==> config.mk <==
export PLATFORM = sky130hd
export DESIGN_NAME = symbol_timestamp_fifo
export DESIGN_NICKNAME = d
export VERILOG_FILES = /design/src/rtl/symbol_timestamp_fifo.sv
export SDC_FILE = /design/constraint.sdc
export NUM_CORES = 1
export LEC_CHECK = 0
export ABC_AREA = 1
export CAP_MARGIN = 20
export CORE_ASPECT_RATIO = 2
export CORE_MARGIN = 2
export CORE_UTILIZATION = 55
export CTS_BUF_LIST = sky130_fd_sc_hd__clkbuf_16
export DETAILED_ROUTE_END_ITERATION = 10
export HOLD_SLACK_MARGIN = 0.1
export PLACE_DENSITY_LB_ADDON = 0.25
export SLEW_MARGIN = 10
export SYNTH_ARGS = -nofsm -noshare
export SYNTH_HDL_FRONTEND = slang
export SYNTH_SLANG_ARGS = --single-unit
export TNS_END_PERCENT = 5
==> constraint.sdc <==
create_clock -name clk_i -period 9.33 [get_ports clk_i]
set_clock_uncertainty 0.15 [all_clocks]
set_input_delay 1.866 -clock clk_i [delete_from_list [all_inputs] [get_ports clk_i]]
set_output_delay 1.866 -clock clk_i [all_outputs]
set_load 0.03 [all_outputs]
**Met1 routing**

Drawn at 1.5 px/um.
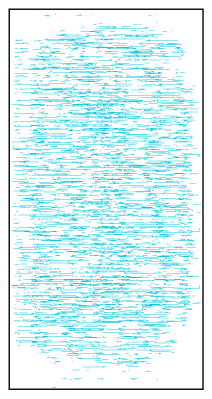
- nets with wire on the layer: 1770
- longest straight run: 33.6 um
total number of vias: 12835
routing usage on met1: 32.2%
final wirelength: 41100 um

**Layout detail**

Region (84, 177) to (109, 202) um. Cells in grey, sequential cells in the stronger grey; small squares are vias.
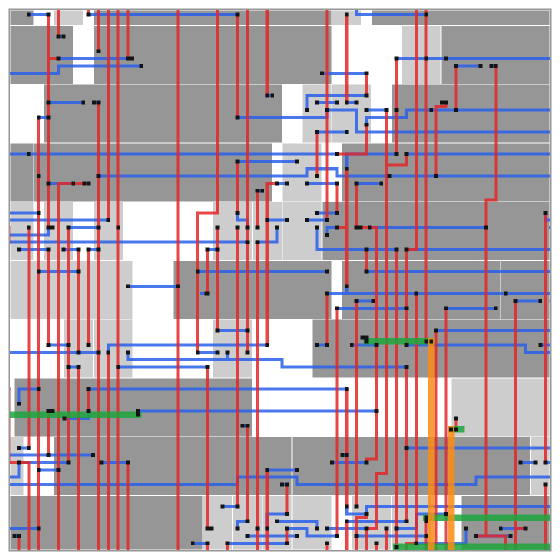
- metal 4: orange
- metal 1: blue
- metal 2: red
- metal 3: green
- sequential cells in the window: 13
- most frequent: edfxtp_1 (11), nand2_1 (6), nand3_1 (4)
- cells with their middle in the window: 34

**Selected gate families**

Drawn at 1.5 px/um.
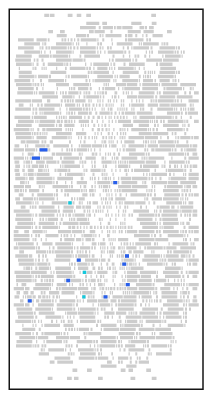
- AND-OR and OR-AND gates: cyan (cells 3; most used o21a_1)
- XOR/XNOR gates: blue (cells 10; most used xor2_1)
fraction of standard cell area in multi-input logic: 29.2%
Finished Layout Cells: 2289
most frequent logic cell in the layout: sky130_fd_sc_hd__nand2_1

**Sequential cells grouped by signal name**

Drawn at 2 px/um. Other sequential cells in the stronger grey, the rest of the logic in the fainter grey.
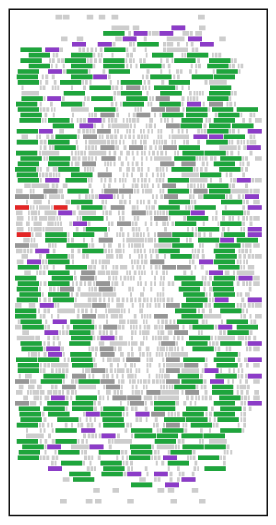
- `sample_id_data`: purple (flops 64; where spread over the die)
- `fill_o`: red (flops 3)
- `mem`: green (flops 256; where spread over the die)
- not coloured: 70
Seq. cell area: 10400 um2
core occupancy in the finished layout: 62.3%

==> ds_physical_params.txt <==
Physical implementation characteristics

Parameter                              Value

Outcome
  Outcome    complete, no violations

Synth
  Count of instantiated cells in the yosys netlist    1848
  Most frequently used cell type in the post-synthesis netlist    sky130_fd_sc_hd__nand2_1
  Synthesized-area fraction occupied by ao, oa, aoi and oai cells    6.88%
  Dominant combinational family    simple AND/OR/NAND/NOR gates
  Dominant synthesized flop cell    sky130_fd_sc_hd__edfxtp_1
  Post-Synth Simple-Gate Area    about 25%
  Warning count from the yosys run    0
  Area share of xor/xnor cells in the synthesized design    0.560%
  Number of synthesized flops with an enable pin    256
  Share of flip-flops with an asynchronous set or reset    0%
  Number of distinct library cells after synthesis    38
  Sequential-to-total area share from yosys stat    61.5%

Clock tree
  H-Tree Level Count    2
  Number of gates resized after CTS    0
  Number of CTS-inserted buffers    35
  Insertion delay to the later sink of the worst-skew pair    roughly 0.54 ns
  Deepest clock path buffer count    3

Floorplanning
  Chip Area    32400 um2

STA
  Worst hold slack across all endpoints    between 0.3 and 0.4 ns
  Post-route setup TNS    0 ns
  Headroom to the max-slew limit    27.2%
  Final hold violations    0

Critical path
  Worst reg-to-reg setup slack    slightly above 6 ns
  Slowest stage cell on the critical path    sky130_fd_sc_hd__buf_4
  Worst setup path class    input port to flop
  Sort of element at the end of the critical path    flop
  Cell count of the worst reg-to-reg path    12
  Longest individual stage delay on the worst path    about 0.75 ns

Hold path
  Worst hold path cell count    2

Placed design
  Sum of net half-perimeters after detailed placement    25000 um

GRT
  Maximum number of pins on one net before global-route repair    95
  Total congestion overflow after global routing    0
  Most congested layer reported by global routing    met2

Power
  Gate power share    35.6%
  Power density normalized to cell area    between 200 and 300 nW/um2
  Total power    around 5.4 mW

Final layout
  Biggest cell category by area in the final layout    sequential cells
  Commonest cells after routing, fill and taps aside    sky130_fd_sc_hd__nand2_1 (479), sky130_fd_sc_hd__edfxtp_1 (256), sky130_fd_sc_hd__nand3_1 (242)
  Non-clock inverter count    174
  #MultiIn Comb    around 1200
  Clock distribution area overhead in the final layout    5.87%

Route
  Uppermost layer routed    met4
  Detailed-route wire length on metal 1    16100 um
  Routed wl met2    roughly 21000 um
  Routed length on met3    2400 um
  Pre-antenna DRT Iters    7

Job
  Number of maximum-capacitance constraint violations    0
Power and IR drop assume default switching activity.
